==> src/rtl/mod_exp_ctrl.sv <==
// Montgomery modular exponentiation sequencer (square-and-multiply, MSB first)
// driving an external Montgomery multiplier through a registered go/done handshake.
module mod_exp_ctrl #(
   parameter int BITS = 128
) (
   input  logic            clk,
   input  logic            rst,
   input  logic            start,
   input  logic [BITS-1:0] msg,
   input  logic [BITS-1:0] exp,
   input  logic [BITS-1:0] modulus,
   input  logic [BITS-1:0] r2,
   output logic            busy,
   output logic            done,
   output logic            err,
   output logic [BITS-1:0] result,
   output logic [BITS-1:0] mm_a,
   output logic [BITS-1:0] mm_b,
   output logic [BITS-1:0] mm_m,
   output logic            mm_go,
   input  logic            mm_done,
   input  logic [BITS-1:0] mm_s
);

   localparam int IW = $clog2(BITS);
   localparam logic [BITS-1:0] ONE = BITS'(1);

   typedef enum logic [2:0] {
      IDLE, MONT_M, MONT_X, SQUARE, MULT, FROM_MONT, FINISH
   } state_t;

   typedef enum logic {GAP, RUN} sub_t;

   state_t          state_q, state_d;
   sub_t            sub_q, sub_d;
   logic            gap_q, gap_d;
   logic            first_q, first_d;
   logic [IW-1:0]   idx_q, idx_d;
   logic [BITS-1:0] e_q, e_d;
   logic [BITS-1:0] r2_q, r2_d;
   logic [BITS-1:0] mb_q, mb_d;
   logic [BITS-1:0] x_q, x_d;
   logic [BITS-1:0] res_q, res_d;
   logic [BITS-1:0] a_q, a_d;
   logic [BITS-1:0] b_q, b_d;
   logic [BITS-1:0] m_q, m_d;
   logic            go_q, go_d;
   logic            err_q, err_d;

   always_ff @(posedge clk or posedge rst) begin
      if (rst) begin
         state_q <= IDLE;
         sub_q   <= GAP;
         gap_q   <= 1'b0;
         first_q <= 1'b0;
         idx_q   <= '0;
         e_q     <= '0;
         r2_q    <= '0;
         mb_q    <= '0;
         x_q     <= '0;
         res_q   <= '0;
         a_q     <= '0;
         b_q     <= '0;
         m_q     <= '0;
         go_q    <= 1'b0;
         err_q   <= 1'b0;
      end else begin
         state_q <= state_d;
         sub_q   <= sub_d;
         gap_q   <= gap_d;
         first_q <= first_d;
         idx_q   <= idx_d;
         e_q     <= e_d;
         r2_q    <= r2_d;
         mb_q    <= mb_d;
         x_q     <= x_d;
         res_q   <= res_d;
         a_q     <= a_d;
         b_q     <= b_d;
         m_q     <= m_d;
         go_q    <= go_d;
         err_q   <= err_d;
      end
   end

   always_comb begin
      state_d = state_q;
      sub_d   = sub_q;
      gap_d   = gap_q;
      first_d = first_q;
      idx_d   = idx_q;
      e_d     = e_q;
      r2_d    = r2_q;
      mb_d    = mb_q;
      x_d     = x_q;
      res_d   = res_q;
      a_d     = a_q;
      b_d     = b_q;
      m_d     = m_q;
      go_d    = go_q;
      err_d   = 1'b0;

      unique case (state_q)
         IDLE: begin
            if (start) begin
               if (modulus[0] && (msg < modulus)) begin
                  state_d = MONT_M;
                  sub_d   = GAP;
                  gap_d   = 1'b0;
                  e_d     = exp;
                  r2_d    = r2;
                  m_d     = modulus;
                  idx_d   = IW'(BITS - 1);
                  a_d     = msg;
                  b_d     = r2;
               end else begin
                  err_d = 1'b1;
               end
            end
         end
         FINISH: begin
            state_d = IDLE;
         end
         MONT_M, MONT_X, SQUARE, MULT, FROM_MONT: begin
            unique case (sub_q)
               GAP: begin
                  if (gap_q) begin
                     sub_d   = RUN;
                     gap_d   = 1'b0;
                     go_d    = 1'b1;
                     first_d = 1'b1;
                  end else begin
                     gap_d = 1'b1;
                  end
               end
               RUN: begin
                  first_d = 1'b0;
                  // Operands for the next phase are loaded on the capture edge
                  if (!first_q && mm_done) begin
                     go_d  = 1'b0;
                     sub_d = GAP;
                     gap_d = 1'b0;
                     unique case (state_q)
                        MONT_M: begin
                           mb_d    = mm_s;
                           state_d = MONT_X;
                           a_d     = ONE;
                           b_d     = r2_q;
                        end
                        MONT_X: begin
                           x_d     = mm_s;
                           state_d = SQUARE;
                           a_d     = mm_s;
                           b_d     = mm_s;
                        end
                        SQUARE: begin
                           x_d = mm_s;
                           if (e_q[idx_q]) begin
                              state_d = MULT;
                              a_d     = mm_s;
                              b_d     = mb_q;
                           end else if (idx_q == '0) begin
                              state_d = FROM_MONT;
                              a_d     = mm_s;
                              b_d     = ONE;
                           end else begin
                              idx_d   = idx_q - IW'(1);
                              state_d = SQUARE;
                              a_d     = mm_s;
                              b_d     = mm_s;
                           end
                        end
                        MULT: begin
                           x_d = mm_s;
                           if (idx_q == '0) begin
                              state_d = FROM_MONT;
                              a_d     = mm_s;
                              b_d     = ONE;
                           end else begin
                              idx_d   = idx_q - IW'(1);
                              state_d = SQUARE;
                              a_d     = mm_s;
                              b_d     = mm_s;
                           end
                        end
                        FROM_MONT: begin
                           res_d   = mm_s;
                           state_d = FINISH;
                        end
                        default: ;
                     endcase
                  end
               end
               default: ;
            endcase
         end
         default: state_d = IDLE;
      endcase
   end

   assign busy   = (state_q != IDLE) && (state_q != FINISH);
   assign done   = (state_q == FINISH);
   assign err    = err_q;
   assign result = res_q;
   assign mm_a   = a_q;
   assign mm_b   = b_q;
   assign mm_m   = m_q;
   assign mm_go  = go_q;

endmodule

==> config.mk <==
export PLATFORM = sky130hd
export DESIGN_NAME = mod_exp_ctrl
export DESIGN_NICKNAME = d
export VERILOG_FILES = /design/src/rtl/mod_exp_ctrl.sv
export SDC_FILE = /design/constraint.sdc
export NUM_CORES = 2
export LEC_CHECK = 0
export CORE_AREA = 2 2 447 449
export CTS_BUF_LIST = sky130_fd_sc_hd__clkbuf_8 sky130_fd_sc_hd__clkbuf_16
export CTS_CLUSTER_DIAMETER = 60
export CTS_CLUSTER_SIZE = 10
export DETAILED_ROUTE_END_ITERATION = 8
export DIE_AREA = 0 0 449 451
export PLACE_DENSITY = 0.41
export REMOVE_ABC_BUFFERS = 1
export SYNTH_ARGS = -nofsm -noshare
export SYNTH_HDL_FRONTEND = slang
export SYNTH_SLANG_ARGS = --single-unit
==> constraint.sdc <==
create_clock -name clk -period 39.1 [get_ports clk]
set_clock_uncertainty 0.2 [all_clocks]
set_input_delay 9.775 -clock clk [delete_from_list [all_inputs] [get_ports clk]]
set_output_delay 9.775 -clock clk [all_outputs]
set_load 0.01 [all_outputs]
==> flow_metrics.py <==
# Metrics from the implementation run
metrics = {
    "critical_path": {
        "cp.arrival_ns": 15.24,
        "rrSetupSlack_ns": 33.58,
        "crit_buf_inv": 4,
        "endpoint_kind": "flop",
        "startpoint_type": "input pin",
        "cp_max_fo": 132,
    },
    "logic_synthesis": {
        "top_area_cell": "dfrtp_1",
        "ys_warn_count": 0,
        "yosysCellCount": 3241,
        "ys_seq_share_pct": 54.0,
        "ff_type": "dfrtp_1",
        "aoi_share_pct": 13.7,
    },
    "layout": {
        "post-route-cell-area_mm2": 0.0616,
        "logic_area_mm2": 0.0180,
        "multi_input_comb_cells": 1954,
        "seq_area_mm2": 0.0228,
        "nNonClkInverters": 142,
        "top_area_cell_class": "registers",
        "comb_area_share_pct": 29.3,
        "final-clk-cell-share_pct": 7.70,
        "fillers": 20335,
    },
    "sta": {
        "setup-tns-final_ns": 0,
        "period_needed_ns": 14.79,
        "finalHoldWorstSlack_ns": 0.269,
        "setup_ws_ns": 24.31,
    },
    "route": {
        "first_pass_iters": 7,
        "routed_via_density": 4.67,
    },
    "die": {
        "ios": 1160,
        "coreArea_mm2": 0.198,
        "chip_area_mm2": 0.202,
    },
    "global_routing": {
        "grt_pass1_vias": 34412,
        "busiest_layer": "met2",
        "overflow": 0,
        "grt_pass1_wl_um": 286000,
        "gr-usage-met1_pct": 23.7,
    },
    "placed_design": {
        "gp_congestion": 0.870,
        "dp_hpwl_um": 149000,
    },
    "clock_network": {
        "cts_buffers": 139,
        "clock-root-buffer": "clkbuf_16",
        "cts.sink_count": 911,
    },
    "outcome": {
        "status": "finished, final reports clean",
    },
    "min_path": {
        "min_path_cells": 1,
        "hp-class": "flop to flop",
    },
    "pwr": {
        "p_sw_mw": 1.87,
        "p_clk_share_pct": 25.8,
        "powerSeq_mw": 1.58,
    },
}
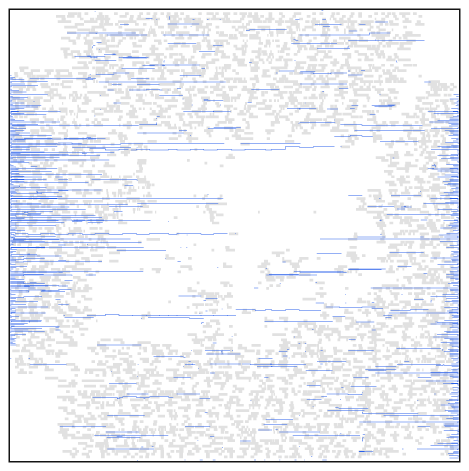
(images/met3.png)
(1 px per µm) Cells faint in the background.
619 nets have wire on it. The longest straight run is 212 µm. The layer carries 14100 µm of wire. The layer holds 6.9% of the routed length. The wires run mostly horizontal.

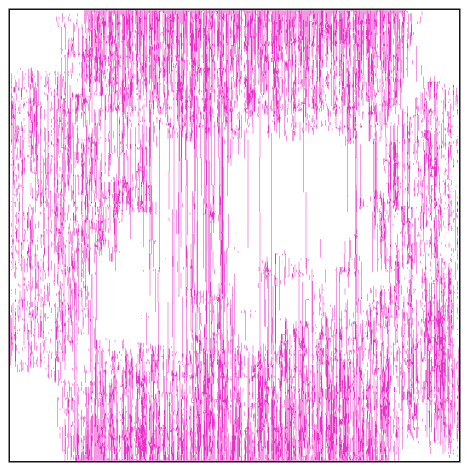
(images/met2.png)
(1 px per µm)
4700 nets have wire on it. The wires run mostly vertical. The longest straight run is 348 µm.
Vias: 33355
GRT met2 Usage: 34.3%
total wire length: 206000 µm

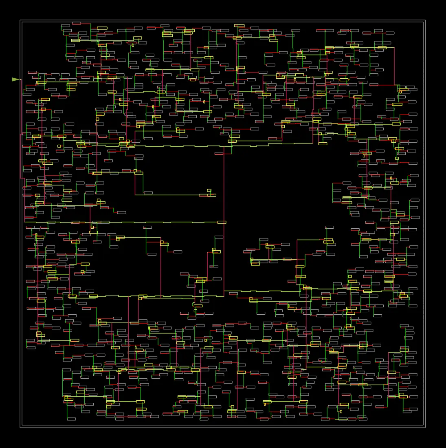
(images/final_clocks.png)
Flop Count: 911
CLK BUF: 160

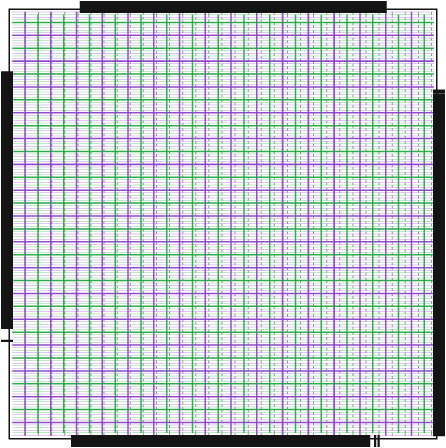
(images/pdn.png)
Pins as bars on the die edge. Tap cells in gray.
Key: purple = VSS; green = VDD
1160 signal pins sit on the boundary. 165 met1 rails follow the rows.
peak supply drop: 53.6 µV
die width: 449 µm

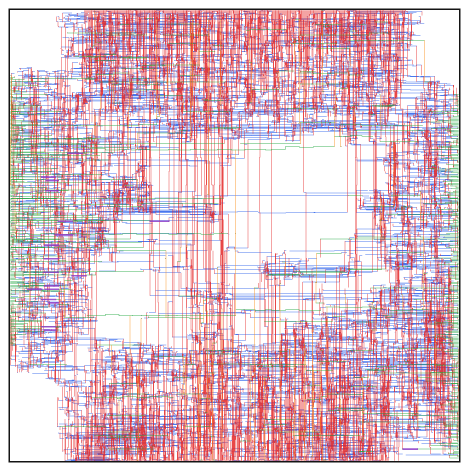
(images/metal_stack.png)
(1 px per µm)
Key: red = met2 [wire length 104 mm]; blue = met1 [wire length 82.9 mm]; green = met3 [wire length 14100 µm]; orange = met4 [wire length 5170 µm]; purple = met5 [wire length 259 µm]
Total Routing Usage GR: 19.8%
WL/cell: 28.9 µm

Power and IR drop assume default switching activity.
